## src/rtl/bus_stepper_if.sv

```systemverilog
// Bus sequencer interface: start/stall/skip controls in, step lines and clock phases out.
// The stepper side uses the slave modport; the controlling logic uses master.
interface bus_stepper_if #(
  parameter int unsigned NSTEPS = 6
);
  logic              wgo;
  logic              whold;
  logic              wskip;
  logic [NSTEPS-1:0] bsteps;
  logic              wclke;
  logic              wclks;
  logic              wbusy;
  logic              wlast;

  modport master (
    output wgo, whold, wskip,
    input  bsteps, wclke, wclks, wbusy, wlast
  );

  modport slave (
    input  wgo, whold, wskip,
    output bsteps, wclke, wclks, wbusy, wlast
  );
endinterface

```

## src/rtl/bus_stepper.sv

```systemverilog
// Step sequencer for the 8-bit bus datapath: NSTEPS one-hot steps of 4 clock phases each.
// Optional debug gate BUS_STEPPER_SINGLE_STEP_EN adds a wstep input that must be high to leave p3.
module bus_stepper #(
  parameter int unsigned NSTEPS = 6
) (
  input logic          wclk,
  input logic          wrst,
`ifdef BUS_STEPPER_SINGLE_STEP_EN
  input logic          wstep,
`endif
  bus_stepper_if.slave bus
);

  localparam int unsigned SW = $clog2(NSTEPS);

  typedef enum logic [0:0] {StIdle, StRun} state_e;

  state_e            state_q, state_d;
  logic [SW-1:0]     step_q, step_d;
  logic [1:0]        phase_q, phase_d;
  logic [NSTEPS-1:0] bsteps_q, bsteps_d;
  logic              clke_q, clke_d;
  logic              clks_q, clks_d;
  logic              busy_q, busy_d;

  logic stall;
  logic last_step;
  logic seq_end;

`ifdef BUS_STEPPER_SINGLE_STEP_EN
  assign stall = bus.whold | ~wstep;
`else
  assign stall = bus.whold;
`endif
  assign last_step = (step_q == SW'(NSTEPS - 1));
  assign seq_end   = last_step | bus.wskip;

  // State and registered outputs.
  always_ff @(posedge wclk) begin
    if (wrst) begin
      state_q  <= StIdle;
      step_q   <= '0;
      phase_q  <= '0;
      bsteps_q <= '0;
      clke_q   <= 1'b0;
      clks_q   <= 1'b0;
      busy_q   <= 1'b0;
    end else begin
      state_q  <= state_d;
      step_q   <= step_d;
      phase_q  <= phase_d;
      bsteps_q <= bsteps_d;
      clke_q   <= clke_d;
      clks_q   <= clks_d;
      busy_q   <= busy_d;
    end
  end

  // Next state: only p3 of a running step looks at hold/skip/go.
  always_comb begin
    state_d = state_q;
    step_d  = step_q;
    phase_d = phase_q;
    unique case (state_q)
      StIdle: begin
        if (bus.wgo) begin
          state_d = StRun;
          step_d  = '0;
          phase_d = '0;
        end
      end
      StRun: begin
        if (phase_q != 2'd3) begin
          phase_d = phase_q + 2'd1;
        end else if (stall) begin
          phase_d = phase_q;
        end else if (seq_end) begin
          step_d  = '0;
          phase_d = '0;
          if (!bus.wgo) state_d = StIdle;
        end else begin
          step_d  = step_q + SW'(1);
          phase_d = '0;
        end
      end
    endcase
  end

  // Outputs decoded from next state so they leave the flops glitch-free.
  always_comb begin
    bsteps_d = '0;
    clke_d   = 1'b0;
    clks_d   = 1'b0;
    busy_d   = 1'b0;
    if (state_d == StRun) begin
      bsteps_d[step_d] = 1'b1;
      clke_d           = (phase_d != 2'd3);
      clks_d           = (phase_d == 2'd1);
      busy_d           = 1'b1;
    end
  end

  assign bus.bsteps = bsteps_q;
  assign bus.wclke  = clke_q;
  assign bus.wclks  = clks_q;
  assign bus.wbusy  = busy_q;
  // wskip is sampled in p3, so wlast has to reflect it in that same cycle.
  assign bus.wlast  = busy_q & (phase_q == 2'd3) & (last_step | bus.wskip);

endmodule

```

## src/flat_wrapper.sv

```systemverilog
// flat-port wrapper written by rule: the top's interface ports become plain ports
module bus_stepper_flat 
#(
  parameter int unsigned NSTEPS = 6
)
  (wclk, wrst, bus_wgo, bus_whold, bus_wskip, bus_bsteps, bus_wclke, bus_wclks, bus_wbusy, bus_wlast);
  bus_stepper_if #(.NSTEPS(NSTEPS)) bus_i ();
  input logic wclk;
  input logic wrst;
  input wire logic [$bits(bus_i.wgo)-1:0] bus_wgo;
  input wire logic [$bits(bus_i.whold)-1:0] bus_whold;
  input wire logic [$bits(bus_i.wskip)-1:0] bus_wskip;
  output wire logic [$bits(bus_i.bsteps)-1:0] bus_bsteps;
  output wire logic [$bits(bus_i.wclke)-1:0] bus_wclke;
  output wire logic [$bits(bus_i.wclks)-1:0] bus_wclks;
  output wire logic [$bits(bus_i.wbusy)-1:0] bus_wbusy;
  output wire logic [$bits(bus_i.wlast)-1:0] bus_wlast;
  assign bus_i.wgo = bus_wgo;
  assign bus_i.whold = bus_whold;
  assign bus_i.wskip = bus_wskip;
  assign bus_bsteps = bus_i.bsteps;
  assign bus_wclke = bus_i.wclke;
  assign bus_wclks = bus_i.wclks;
  assign bus_wbusy = bus_i.wbusy;
  assign bus_wlast = bus_i.wlast;
  bus_stepper #(.NSTEPS(NSTEPS)) u_core (.wclk(wclk), .wrst(wrst), .bus(bus_i));
endmodule
```

## config.mk

```make
export PLATFORM = sky130hd
export DESIGN_NAME = bus_stepper_flat
export DESIGN_NICKNAME = d
export VERILOG_FILES = /design/src/rtl/bus_stepper_if.sv /design/src/rtl/bus_stepper.sv /design/src/flat_wrapper.sv
export SDC_FILE = /design/constraint.sdc
export NUM_CORES = 1
export LEC_CHECK = 0
export CAP_MARGIN = 20
export CORE_UTILIZATION = 47
export CTS_CLUSTER_DIAMETER = 100
export DETAILED_ROUTE_END_ITERATION = 12
export HOLD_SLACK_MARGIN = 0.1
export PLACE_DENSITY = 0.76
export SETUP_SLACK_MARGIN = 0.02
export SLEW_MARGIN = 20
export SYNTH_ARGS = -nofsm -noshare
export SYNTH_HDL_FRONTEND = slang
export SYNTH_SLANG_ARGS = --single-unit
```

## constraint.sdc

```tcl
create_clock -name wclk -period 1.9 [get_ports wclk]
set_input_delay 0.38 -clock wclk [delete_from_list [all_inputs] [get_ports wclk]]
set_output_delay 0.38 -clock wclk [all_outputs]
set_load 0.005 [all_outputs]
```

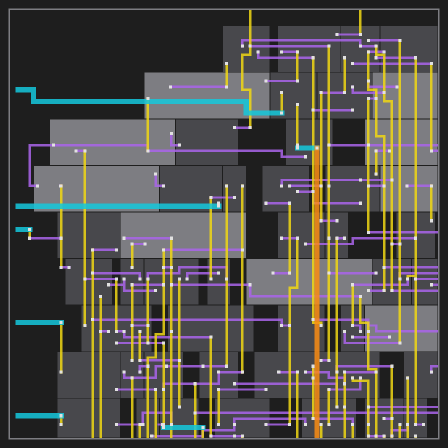
run_1/closeup.png
Window x 0 to 25, y 14 to 39 um. Cells in gray, sequential cells in the stronger gray; small squares are vias.
legend:
  cyan:
    layer: M3
  yellow:
    layer: M2
  orange:
    layer: M4
  purple:
    layer: M1
netlist names of flops here include: u_core.bus.bsteps (4)
cells with their middle in the window: 47
most frequent: clkdlybuf4s50_1 (7), dfxtp_1 (7), nor2_1 (4)
sequential cells in the window: 8

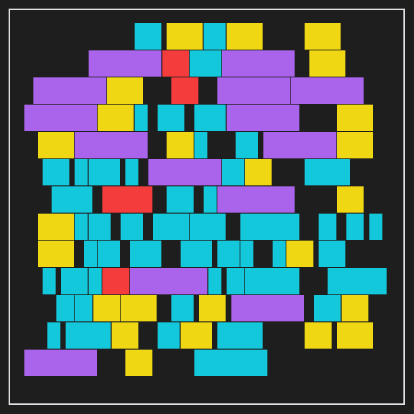
run_1/class_map.png
Drawn at 10 px/um.
legend:
  purple:
    class: registers
    cells: 14
  yellow:
    class: remaining buffers and delay cells
    cells: 24
  cyan:
    class: remaining logic cells
    cells: 50
  red:
    class: clock drivers and dummy loads
    cells: 4

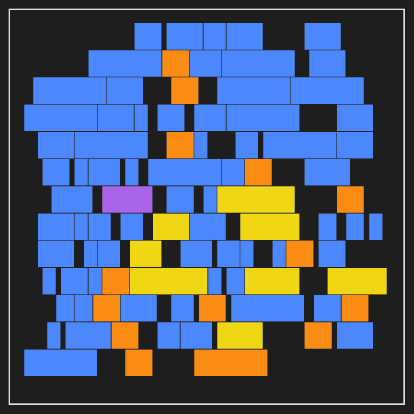
run_1/sizing.png
Drawn at 10 px/um.
legend:
  yellow:
    size: x2
    cells: 8
  orange:
    size: x3 and x4
    cells: 14
  blue:
    size: x1 and smaller
    cells: 69
  purple:
    size: x6 and larger
    cells: 1

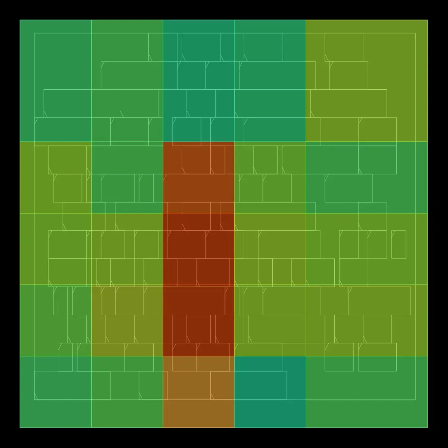
run_1/congestion_map.png
met2 global-route usage: 0.375
post-detailed-route wirelength per cell: 11.6 um
total global routing track utilization: 0.201

==> results.txt, run 1 <==
Min Hold Slack -> 0.609 ns
final-report max-slew violation count -> 0
initial antenna violation count -> 0
list of cells traversed by the critical path -> inv_1, ha_2, a21o_1, and3_1, dlygate4sd2_1
routability-driven placement congestion ratio -> 0.783
standby leakage power -> 0.414 nW
run status -> complete, no violations
DRT antenna net count -> 0
IR drop worst, VDD -> 0.567 mV
Routed met2 length -> 635 um
FF+latch area -> 283 um2
DRC violation count after routing -> 0
antenna diode count -> 0
CP Data Arrival Time -> 1.44 ns
total gr overflow -> 0
total number of warnings across the stage logs -> 28
maximum single-stage delay on the critical path -> 0.33 ns
time the final worst path needs with I/O delays and setup -> 1.82 ns
max_slew headroom -> 0.824
via density per instance -> 5.24
Post-Route Setup TNS -> 0 ns
Hold EP -> u_core.phase_q[1]
sequential cell fraction of total power -> 0.523
final number of setup-violating endpoints -> 0
setup repair after global routing missed its margin -> yes
Warnings, synthesis -> 0
worst setup path start -> u_core.step_q[1]
peak fanout along the critical path -> 3
power consumed by the clock network -> 0.000213 W
most used flip-flop cell -> dfxtp_1
top-level I/O count -> 15
Power per Cell Area -> 641 nW/um2
max capacitance violation total -> 0
most numerous logic cells after layout -> clkdlybuf4s50_1 (13), dfxtp_1 (12), buf_4 (10), nor2_1 (6)
die height -> 39.4 um
area enclosed by the die boundary -> 1550 um2
clock net sink count -> 14
setup fix buffers added after clock tree synthesis -> 1
Clock Path Buffers -> 2
cell depth of the worst flop-to-flop path -> 6
most frequent logic cell in the layout -> clkdlybuf4s50_1
synthesized-area fraction occupied by xor and xnor cells -> 0
clock tree root buffer cell -> clkbuf_4
logic area -> 352 um2
max reg flops -> 6
number of hold buffers added after cts -> 0
Area Overhead vs Synth -> 40.1%
clock-pin transition on the worst setup and hold timing paths -> 0.09 ns
internal power of the cells -> 0.000457 W
run_1/m1.png
Drawn at 12 px/um.
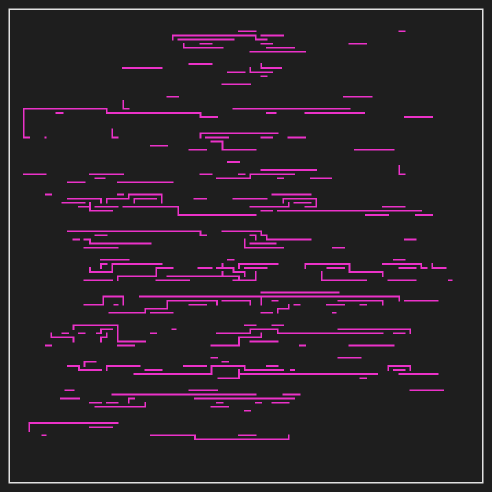

==> run 2: changes to the inputs <==
- RECOVER_POWER: default -> 25
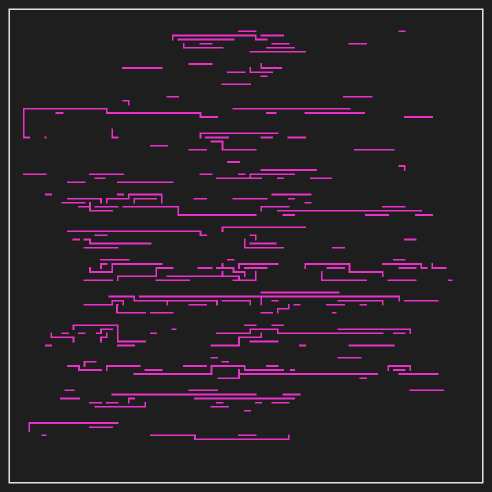
run_2/m1.png
Drawn at 12 px/um.
main direction: horizontal
longest straight run: 21.6 um
share of all routed wire: 43%
nets with wire on the layer: 88

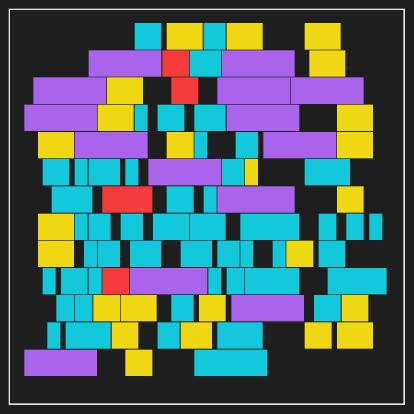
run_2/class_map.png
Drawn at 10 px/um.
legend:
  cyan:
    class: remaining logic cells
    cells: 50
  yellow:
    class: remaining buffers and delay cells
    cells: 24
  red:
    class: clock drivers and dummy loads
    cells: 4
  purple:
    class: registers
    cells: 14

==> run 2 against run 1 <==
Compared with the run above:
- fmax hardly changed
- non-clock buffer count stayed put
- routed wire length is 0.48% lower
- via count stayed put
- first-iteration DRC count is 20% higher
- clock skew hardly changed
- global-route usage stayed put
- clock-buffer cell count stayed put
- sequential share of layout area is 0.13 points higher
- synthesized cell count stayed put
- highest routed layer unchanged
==> results.txt, run 2 <==
routability-driven placement congestion ratio -> 0.783
Warnings, synthesis -> 0
antenna diode count -> 0
Clock Path Buffers -> 2
list of cells traversed by the critical path -> inv_1, ha_2, a21o_1, and3_1, dlygate4sd2_1
met2 global-route usage -> 0.375
worst setup path start -> u_core.step_q[1]
max capacitance violation total -> 0
area enclosed by the die boundary -> 1550 um2
standby leakage power -> 0.417 nW
total global routing track utilization -> 0.201
path class of the lowest-slack min-delay path -> flop to flop
maximum single-stage delay on the critical path -> 0.33 ns
time the final worst path needs with I/O delays and setup -> 1.82 ns
logic area -> 352 um2
die height -> 39.4 um
top-level I/O count -> 15
cell depth of the worst flop-to-flop path -> 6
setup repair after global routing missed its margin -> yes
most numerous logic cells after layout -> dfxtp_1 (12), clkdlybuf4s50_1 (11), buf_4 (9), nor2_1 (6)
Post-Route Setup TNS -> 0 ns
initial antenna violation count -> 0
DRC violation count after routing -> 0
DRT antenna net count -> 0
final-report max-slew violation count -> 0
most used flip-flop cell -> dfxtp_1
met3 WL post-DR -> 55 um
post-detailed-route wirelength per cell -> 11.6 um
most frequent logic cell in the layout -> dfxtp_1
setup fix buffers added after clock tree synthesis -> 1
synthesized-area fraction occupied by xor and xnor cells -> 0
final number of setup-violating endpoints -> 0
clock-pin transition on the worst setup and hold timing paths -> 0.09 ns
via density per instance -> 5.24
total gr overflow -> 0
power consumed by the clock network -> 0.000213 W
total number of warnings across the stage logs -> 28
clock net sink count -> 14
Routed met2 length -> 637 um
CP Data Arrival Time -> 1.44 ns
IR drop worst, VDD -> 0.565 mV
run status -> complete, no violations
number of hold buffers added after cts -> 0
clock tree root buffer cell -> clkbuf_4
Min Hold Slack -> 0.609 ns
Power and IR drop assume default switching activity.
